[config.mk]
export PLATFORM = sky130hd
export DESIGN_NAME = wand_trace_recorder_flat
export DESIGN_NICKNAME = d
export VERILOG_FILES = /design/src/rtl/wand_trace_if.sv /design/src/rtl/wand_trace_recorder.sv /design/src/flat_wrapper.sv
export SDC_FILE = /design/constraint.sdc
export NUM_CORES = 1
export LEC_CHECK = 0
export CAP_MARGIN = 20
export CORE_UTILIZATION = 50
export DETAILED_ROUTE_END_ITERATION = 8
export PLACE_DENSITY_LB_ADDON = 0.12
export SETUP_SLACK_MARGIN = 0.4
export SYNTH_ARGS = -nofsm -noshare
export SYNTH_HDL_FRONTEND = slang
export SYNTH_SLANG_ARGS = --single-unit
[constraint.sdc]
create_clock -name clk -period 5.4 [get_ports clk]
set_input_delay 0.81 -clock clk [delete_from_list [all_inputs] [get_ports clk]]
set_output_delay 0.81 -clock clk [all_outputs]
set_load 0.1 [all_outputs]
[src/rtl/wand_trace_if.sv]
// ============================================================================
// Module      : wand_trace_if
// Description : Bundle between the game FSM and the wand trace recorder.
//               The master modport belongs to the game side: it drives the
//               capture control, the cursor and the expected spell path.
//               The slave modport belongs to the recorder: it returns the
//               captured path, the cursor box and the pass/fail status.
// Signals     : start, cursor_valid, cursor_row[8:0], cursor_col[9:0],
//               expected_order[63:0], expected_boxes[5:0]  (game -> recorder)
//               recorded_order[63:0], recorded_count[4:0], cur_box[3:0],
//               in_grid, busy, done, pass, fail            (recorder -> game)
// Revision    : 1.0 - initial release
// ============================================================================
`default_nettype none

interface wand_trace_if;
  logic        start;
  logic        cursor_valid;
  logic [8:0]  cursor_row;
  logic [9:0]  cursor_col;
  logic [63:0] expected_order;
  logic [5:0]  expected_boxes;
  logic [63:0] recorded_order;
  logic [4:0]  recorded_count;
  logic [3:0]  cur_box;
  logic        in_grid;
  logic        busy;
  logic        done;
  logic        pass;
  logic        fail;

  modport master (
    output start, cursor_valid, cursor_row, cursor_col,
           expected_order, expected_boxes,
    input  recorded_order, recorded_count, cur_box, in_grid,
           busy, done, pass, fail
  );

  modport slave (
    input  start, cursor_valid, cursor_row, cursor_col,
           expected_order, expected_boxes,
    output recorded_order, recorded_count, cur_box, in_grid,
           busy, done, pass, fail
  );
endinterface

`default_nettype wire

[src/rtl/wand_trace_recorder.sv]
// ============================================================================
// Module      : wand_trace_recorder
// Description : Captures the path the player draws over the 4x4 box grid.
//               The cursor is mapped to a box, box entry is debounced by a
//               dwell counter, and each registered box is checked live
//               against the expected spell path (nibble k = k-th box).
// Ports       : clk    - system clock
//               resetn - synchronous active-low reset
//               bus    - wand_trace_if.slave (control, cursor, expected
//                        path in; captured path, cursor box, status out)
// Revision    : 1.0 - initial release
// ============================================================================
`default_nettype none

module wand_trace_recorder #(
  parameter int GRID_ROW0      = 90,
  parameter int GRID_COL0      = 170,
  parameter int BOX_SIZE       = 100,
  parameter int DWELL_CYCLES   = 500000,
  parameter int TIMEOUT_CYCLES = 150000000
) (
  input  logic          clk,
  input  logic          resetn,
  wand_trace_if.slave   bus
);

  localparam int C_DW_W = $clog2(DWELL_CYCLES + 1);
  localparam int C_TO_W = $clog2(TIMEOUT_CYCLES + 1);
  localparam logic [C_DW_W-1:0] C_DW_LAST = C_DW_W'(DWELL_CYCLES - 1);
  localparam logic [C_TO_W-1:0] C_TO_LAST = C_TO_W'(TIMEOUT_CYCLES - 1);

  // Band boundaries; coordinates are widened to 12 bits for the compares.
  localparam logic [11:0] C_ROW_B0 = 12'(GRID_ROW0);
  localparam logic [11:0] C_ROW_B1 = 12'(GRID_ROW0 + BOX_SIZE);
  localparam logic [11:0] C_ROW_B2 = 12'(GRID_ROW0 + 2 * BOX_SIZE);
  localparam logic [11:0] C_ROW_B3 = 12'(GRID_ROW0 + 3 * BOX_SIZE);
  localparam logic [11:0] C_ROW_B4 = 12'(GRID_ROW0 + 4 * BOX_SIZE);
  localparam logic [11:0] C_COL_B0 = 12'(GRID_COL0);
  localparam logic [11:0] C_COL_B1 = 12'(GRID_COL0 + BOX_SIZE);
  localparam logic [11:0] C_COL_B2 = 12'(GRID_COL0 + 2 * BOX_SIZE);
  localparam logic [11:0] C_COL_B3 = 12'(GRID_COL0 + 3 * BOX_SIZE);
  localparam logic [11:0] C_COL_B4 = 12'(GRID_COL0 + 4 * BOX_SIZE);

  typedef enum logic [2:0] {
    S_IDLE   = 3'd0,
    S_ARMED  = 3'd1,
    S_RECORD = 3'd2,
    S_PASS   = 3'd3,
    S_FAIL   = 3'd4
  } state_t;

  // --------------------------------------------------------------------------
  // Cursor to box mapping
  // --------------------------------------------------------------------------
  logic [11:0] w_row;
  logic [11:0] w_col;
  logic [1:0]  w_row_band;
  logic [1:0]  w_col_band;
  logic        w_inside;

  assign w_row = {3'b000, bus.cursor_row};
  assign w_col = {2'b00, bus.cursor_col};

  assign w_inside = bus.cursor_valid &&
                    (w_row >= C_ROW_B0) && (w_row < C_ROW_B4) &&
                    (w_col >= C_COL_B0) && (w_col < C_COL_B4);

  always_comb begin
    w_row_band = 2'd3;
    if (w_row < C_ROW_B1)      w_row_band = 2'd0;
    else if (w_row < C_ROW_B2) w_row_band = 2'd1;
    else if (w_row < C_ROW_B3) w_row_band = 2'd2;
  end

  always_comb begin
    w_col_band = 2'd3;
    if (w_col < C_COL_B1)      w_col_band = 2'd0;
    else if (w_col < C_COL_B2) w_col_band = 2'd1;
    else if (w_col < C_COL_B3) w_col_band = 2'd2;
  end

  logic [3:0] r_cur_box;
  logic       r_in_grid;

  always_ff @(posedge clk) begin
    if (!resetn) begin
      r_cur_box <= 4'd0;
      r_in_grid <= 1'b0;
    end else begin
      r_in_grid <= w_inside;
      // Outside the grid the last box is kept.
      if (w_inside) r_cur_box <= {w_row_band, w_col_band};
    end
  end

  // --------------------------------------------------------------------------
  // Dwell debounce: w_dwell_cur is the number of earlier consecutive cycles
  // the cursor has sat in the current box.  r_fired blocks a second
  // registration until the dwell is broken.
  // --------------------------------------------------------------------------
  logic [3:0]        r_prev_box;
  logic              r_prev_in;
  logic [C_DW_W-1:0] r_dwell;
  logic              r_fired;
  logic              w_same;
  logic [C_DW_W-1:0] w_dwell_cur;
  logic              w_at_last;
  logic              w_reg;

  assign w_same      = r_in_grid && r_prev_in && (r_cur_box == r_prev_box);
  assign w_dwell_cur = !w_same ? '0 :
                       (r_dwell == C_DW_LAST) ? r_dwell : r_dwell + C_DW_W'(1);
  assign w_at_last   = r_in_grid && (w_dwell_cur == C_DW_LAST);
  assign w_reg       = w_at_last && !r_fired;

  always_ff @(posedge clk) begin
    if (!resetn) begin
      r_prev_box <= 4'd0;
      r_prev_in  <= 1'b0;
      r_dwell    <= '0;
      r_fired    <= 1'b0;
    end else begin
      r_prev_box <= r_cur_box;
      r_prev_in  <= r_in_grid;
      r_dwell    <= w_dwell_cur;
      r_fired    <= w_at_last;
    end
  end

  // --------------------------------------------------------------------------
  // Capture FSM
  // --------------------------------------------------------------------------
  state_t            r_state, n_state;
  logic [63:0]       r_order, n_order;
  logic [4:0]        r_count, n_count;
  logic [3:0]        r_last,  n_last;
  logic [C_TO_W-1:0] r_tmo,   n_tmo;
  logic              r_done,  n_done;

  logic [3:0] w_exp_nib;
  logic [4:0] w_box5;
  logic [4:0] w_last5;
  logic       w_same_band;
  logic       w_adj;
  logic [4:0] w_count_inc;
  logic [6:0] w_goal;
  logic       w_too_long;

  assign w_exp_nib   = bus.expected_order[{r_count[3:0], 2'b00} +: 4];
  assign w_box5      = {1'b0, r_cur_box};
  assign w_last5     = {1'b0, r_last};
  assign w_same_band = (r_cur_box[3:2] == r_last[3:2]);
  // 5-bit sums keep +4 from wrapping row 3 back onto row 0.
  assign w_adj       = ((w_box5 == w_last5 + 5'd1) && w_same_band) ||
                       ((w_last5 == w_box5 + 5'd1) && w_same_band) ||
                       (w_box5 == w_last5 + 5'd4) ||
                       (w_last5 == w_box5 + 5'd4);
  assign w_count_inc = r_count + 5'd1;
  assign w_goal      = {1'b0, bus.expected_boxes} + 7'd1;
  assign w_too_long  = (bus.expected_boxes > 6'd15);

  always_ff @(posedge clk) begin
    if (!resetn) begin
      r_state <= S_IDLE;
      r_order <= 64'd0;
      r_count <= 5'd0;
      r_last  <= 4'd0;
      r_tmo   <= '0;
      r_done  <= 1'b0;
    end else begin
      r_state <= n_state;
      r_order <= n_order;
      r_count <= n_count;
      r_last  <= n_last;
      r_tmo   <= n_tmo;
      r_done  <= n_done;
    end
  end

  always_comb begin
    n_state = r_state;
    n_order = r_order;
    n_count = r_count;
    n_last  = r_last;
    n_tmo   = r_tmo;
    n_done  = 1'b0;

    if (bus.start) begin
      // A start always wins over a same-cycle registration.
      n_order = 64'd0;
      n_count = 5'd0;
      n_last  = 4'd0;
      n_tmo   = '0;
      if (w_too_long) begin
        n_state = S_FAIL;
        n_done  = 1'b1;
      end else begin
        n_state = S_ARMED;
      end
    end else begin
      case (r_state)
        S_ARMED: begin
          if (w_reg) begin
            if (r_cur_box == w_exp_nib) begin
              n_order[3:0] = r_cur_box;
              n_count      = 5'd1;
              n_last       = r_cur_box;
              n_tmo        = '0;
              if (w_goal == 7'd1) begin
                n_state = S_PASS;
                n_done  = 1'b1;
              end else begin
                n_state = S_RECORD;
              end
            end else begin
              n_state = S_FAIL;
              n_done  = 1'b1;
            end
          end
        end

        S_RECORD: begin
          if (w_reg) begin
            n_tmo = '0;
            // Re-entering the last stored box is not a new segment.
            if (r_cur_box != r_last) begin
              if (!w_adj || (r_cur_box != w_exp_nib)) begin
                n_state = S_FAIL;
                n_done  = 1'b1;
              end else begin
                n_order[{r_count[3:0], 2'b00} +: 4] = r_cur_box;
                n_count = w_count_inc;
                n_last  = r_cur_box;
                if ({2'b00, w_count_inc} == w_goal) begin
                  n_state = S_PASS;
                  n_done  = 1'b1;
                end
              end
            end
          end else if (r_tmo == C_TO_LAST) begin
            n_state = S_FAIL;
            n_done  = 1'b1;
          end else begin
            n_tmo = r_tmo + C_TO_W'(1);
          end
        end

        default: begin
        end
      endcase
    end
  end

  assign bus.recorded_order = r_order;
  assign bus.recorded_count = r_count;
  assign bus.cur_box        = r_cur_box;
  assign bus.in_grid        = r_in_grid;
  assign bus.busy           = (r_state == S_ARMED) || (r_state == S_RECORD);
  assign bus.done           = r_done;
  assign bus.pass           = (r_state == S_PASS);
  assign bus.fail           = (r_state == S_FAIL);

endmodule

`default_nettype wire

[src/flat_wrapper.sv]
// flat-port wrapper written by rule: the top's interface ports become plain ports
module wand_trace_recorder_flat 
#(
  parameter int GRID_ROW0      = 90,
  parameter int GRID_COL0      = 170,
  parameter int BOX_SIZE       = 100,
  parameter int DWELL_CYCLES   = 500000,
  parameter int TIMEOUT_CYCLES = 150000000
)
  (clk, resetn, bus_start, bus_cursor_valid, bus_cursor_row, bus_cursor_col, bus_expected_order, bus_expected_boxes, bus_recorded_order, bus_recorded_count, bus_cur_box, bus_in_grid, bus_busy, bus_done, bus_pass, bus_fail);
  wand_trace_if bus_i ();
  input  logic clk;
  input  logic resetn;
  input wire logic [$bits(bus_i.start)-1:0] bus_start;
  input wire logic [$bits(bus_i.cursor_valid)-1:0] bus_cursor_valid;
  input wire logic [$bits(bus_i.cursor_row)-1:0] bus_cursor_row;
  input wire logic [$bits(bus_i.cursor_col)-1:0] bus_cursor_col;
  input wire logic [$bits(bus_i.expected_order)-1:0] bus_expected_order;
  input wire logic [$bits(bus_i.expected_boxes)-1:0] bus_expected_boxes;
  output wire logic [$bits(bus_i.recorded_order)-1:0] bus_recorded_order;
  output wire logic [$bits(bus_i.recorded_count)-1:0] bus_recorded_count;
  output wire logic [$bits(bus_i.cur_box)-1:0] bus_cur_box;
  output wire logic [$bits(bus_i.in_grid)-1:0] bus_in_grid;
  output wire logic [$bits(bus_i.busy)-1:0] bus_busy;
  output wire logic [$bits(bus_i.done)-1:0] bus_done;
  output wire logic [$bits(bus_i.pass)-1:0] bus_pass;
  output wire logic [$bits(bus_i.fail)-1:0] bus_fail;
  assign bus_i.start = bus_start;
  assign bus_i.cursor_valid = bus_cursor_valid;
  assign bus_i.cursor_row = bus_cursor_row;
  assign bus_i.cursor_col = bus_cursor_col;
  assign bus_i.expected_order = bus_expected_order;
  assign bus_i.expected_boxes = bus_expected_boxes;
  assign bus_recorded_order = bus_i.recorded_order;
  assign bus_recorded_count = bus_i.recorded_count;
  assign bus_cur_box = bus_i.cur_box;
  assign bus_in_grid = bus_i.in_grid;
  assign bus_busy = bus_i.busy;
  assign bus_done = bus_i.done;
  assign bus_pass = bus_i.pass;
  assign bus_fail = bus_i.fail;
  wand_trace_recorder #(.GRID_ROW0(GRID_ROW0), .GRID_COL0(GRID_COL0), .BOX_SIZE(BOX_SIZE), .DWELL_CYCLES(DWELL_CYCLES), .TIMEOUT_CYCLES(TIMEOUT_CYCLES)) u_core (.clk(clk), .resetn(resetn), .bus(bus_i));
endmodule
==> impl_metrics.ini <==
; synthesis and place-and-route metrics
[run_status]
status = complete, no violations

[grt]
grt_pass1_vias = 6735
grt_max_degree = 46
antenna_found_initial = 0
grt_pass1_wl_mm = 33.5
grt-ovfl-total = 0

[power]
comb_power_uw = 221
seq_power_share_pct = 41.8
pwr-share-clk_pct = 49.0
powerClk_mw = 1.18
ir_worst_vdd_mv = 0.241
leakage_nw = 3.64
pg_seq_mw = 1.00
power_switching_uw = 636
p_total_mw = 2.40
powerDensity_nw_per_um2 = 236
power_leader = clock
internal-power_mw = 1.77
swShare_pct = 26.5
p_comb_share_pct = 9.2

[finish]
num-nonclk-buffers = 180
lay_top_cells = 168 x clkdlybuf4s50_1, 134 x dfxtp_1, 129 x nor2_1
logic_gate_count = 701
seq_cells = 135
stdcell_count = 1276
syn2layout_area_growth_pct = 30.1
nets = 1157
buf_share_pct = 17.4
ff_latch_area_sq_um = 2700
post-route-cell-area_sq_um = 10200
drive_gt1_share_pct = 7.89
antennaDiodeCount = 0
final.fill_count = 1330
final_common_cell = clkdlybuf4s50_1
clk_share_pct = 5.87
dominant_cells = multi-input combinational cells
sh_comb_area_pct = 47.0
largest_reg_flops = 64
combGateArea_sq_um = 4790
inverters = 17
seq_area_share_pct = 26.5
clockBufferCount = 17

[worst_hold_path]
hold_start = u_core.bus.recorded_order[1]
min_to = u_core.bus.recorded_order[1]
holdPathStages = 2
hold_class = reg2reg

[sta]
fin_worst_skew_ns = 0.00960
finalClockPeriodUsage_pct = 82.7
maxSlewHeadroom_pct = 30.4
fin_crit_ns = 4.47
setup_viol = 0
hold_viol = 0
rsz0062_at_grt = no
worst_pin_slew_ns = 1.04
hold_ws_ns = 0.462
setup_ws_ns = 0.932
tns_ns = 0
max_clock_freq_mhz = 224
drv_slew = 0

[placement]
dp.cells = 1243
gp_congestion = 0.836
numPortBuffers = 168
dp_hpwl_mm = 14.3
dpl_worst_slack_ns = 0.561
dpl_cell_area_sq_um = 9590

[yosys]
fp_nets = 1011
syn_area_sq_um = 7830
syn_inst = 906
top_cell = dfxtp_1
yosys_warnings = 0
ys_cells = 906
synth_area_per_cell_sq_um = 8.65
synth_flops = 135
edf_count = 0
ys.flop_type = dfxtp_1
ys_area_sq_um = 7830
top_cells_by_count = 135 x dfxtp_1, 129 x nor2_1, 75 x mux2i_1
top_area_cell = dfxtp_1
area_leaders = dfxtp_1 34%, mux2i_1 9.6%, nor2_1 6.2%
synth_cell_types = 80
top_area_share_pct = 34.5
async_flop_share_pct = 0
synth_seq_share_pct = 34.5

[setup_path]
r2r_cells = 9
critPathLaunch = u_core.bus.recorded_count[2]
r2r_start = u_core.bus.recorded_count[2]
start_kind = flop
worstPathCellList = mux4_2 -> a222oi_1 -> a21boi_2 -> xnor2_1 -> or4_1 -> or4_4 -> nor4_4 -> mux2i_1 -> nor2_1
crit_path_max_incr_delay_ns = 0.95
r2r_end = u_core.bus.recorded_order[9]
endpoint = u_core.bus.recorded_order[9]
path_class = reg2reg
crit_path_end_kind = flop
cp.depth = 9
arrival_ns = 4.77
cp_max_fo = 20
cp_top_family = simple AND/OR/NAND/NOR gates
required_ns = 5.70
regToRegSetupSlack_ns = 0.93
crit_buf_inv = 0
cp_slowest_cell = dfxtp_1

[routing]
first_iter_violations = 377
num_vias = 7142
met3_wirelength_mm = 1.03
dr.max_layer_used = met4
routedWlPerCell_um = 15.9
vias_per_cell = 5.60
wl_met2_mm = 9.90
drc = 0
drt-met1-wl_mm = 9.07
drt-total-wl_mm = 20.3
firstDrtPassIters = 5
ant_nets = 0

[die]
pin_count = 171
row_count = 45
die_y_um = 127
core_area_sq_um = 15300
core_util_floorplan_pct = 51.3
die_x_um = 127
die-area_sq_um = 16200
n_tap_cell = 211

[clock_network]
clkSinkCount = 135
cts_resized = 0
post_cts_buffers = 0
cts_root_buf = clkbuf_16
numCtsBuffers = 17
htreeDepth = 4
insertion_delay_ns = 0.43
cts_tree = built
clkTransAtPathRegs_ns = 0.06
cts_hold_buf = 0
clk_path_buf_depth = 2

[run]
drv_cap = 0
warnings = 32
metal layers:
metal | up-vias | GRT usage (%)
met1 | 3383 | 33.1
met2 | 163 | 43.5
met5 | - | 0
met4 | 0 | 7.91
li1 | 3575 | -
met3 | 21 | 5.86
logic make-up (layout without fill, tap and decap cells):
kind of cell / count (synthesis) / count (layout) / synth area share (%)
AND/OR/NAND/NOR: 403 / 403 / 27.5
AND-OR/OR-AND: 144 / 144 / 11.9
flip-flops: 135 / 135 / 34.5
multiplexers: 94 / 94 / 14.4
buffers and inverters: 70 / 229 / 4.42
XOR/XNOR: 48 / 48 / 5.37
adder cells (fa/ha/maj): 12 / 12 / 1.92
**Placed cells, one color a class**

Scale bar: 50 um.
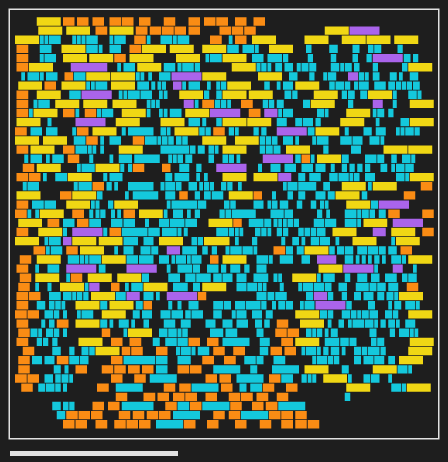
all other logic: shown in cyan, cells 718, share of their area 49%. other buffers and delay cells: shown in orange, cells 180, share of their area 18%. clock drivers and dummy loads: shown in purple, cells 32, share of their area 6.0%. flip-flops: shown in yellow, cells 135, share of their area 27%.

**Sequential cells grouped by signal name**

Scale bar: 50 um.
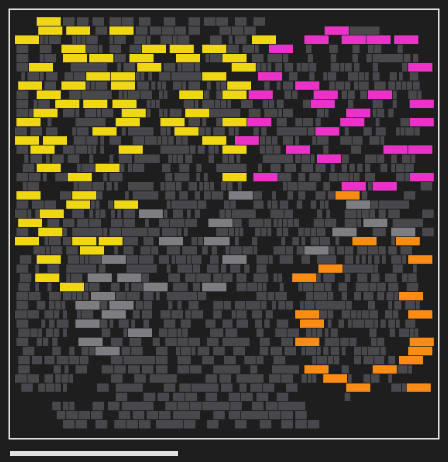
u_core.r_tmo: shown in magenta, sequential cells 28, where north-east. u_core.bus.recorded_order: shown in yellow, sequential cells 64. u_core.r_dwell: shown in orange, sequential cells 19.
Another 24 sequential cells are not colored.

**Track usage over the die**

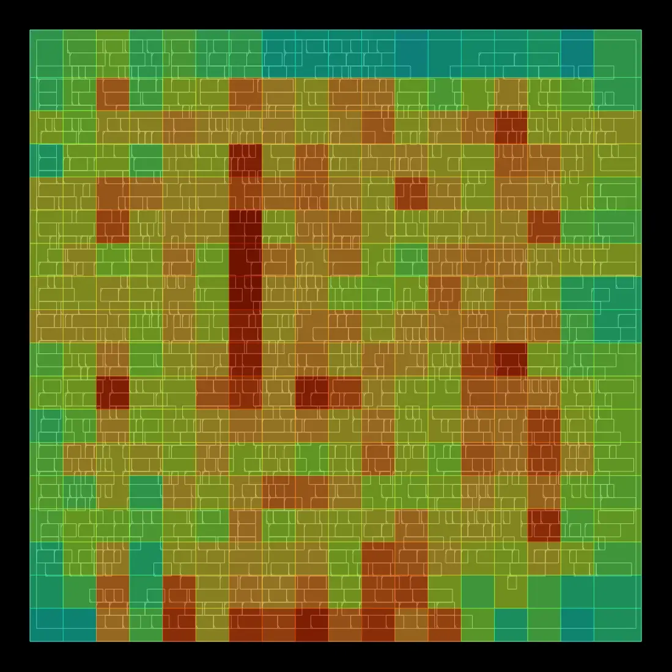
met2 usage: 43.5%
met1 GRT Util: 33.1%
GR Layer Usage met3: 5.86%
Global Route Usage Sum: 25.9%
final core utilization: 66.8%

Power is estimated from default activity; no workload was simulated.
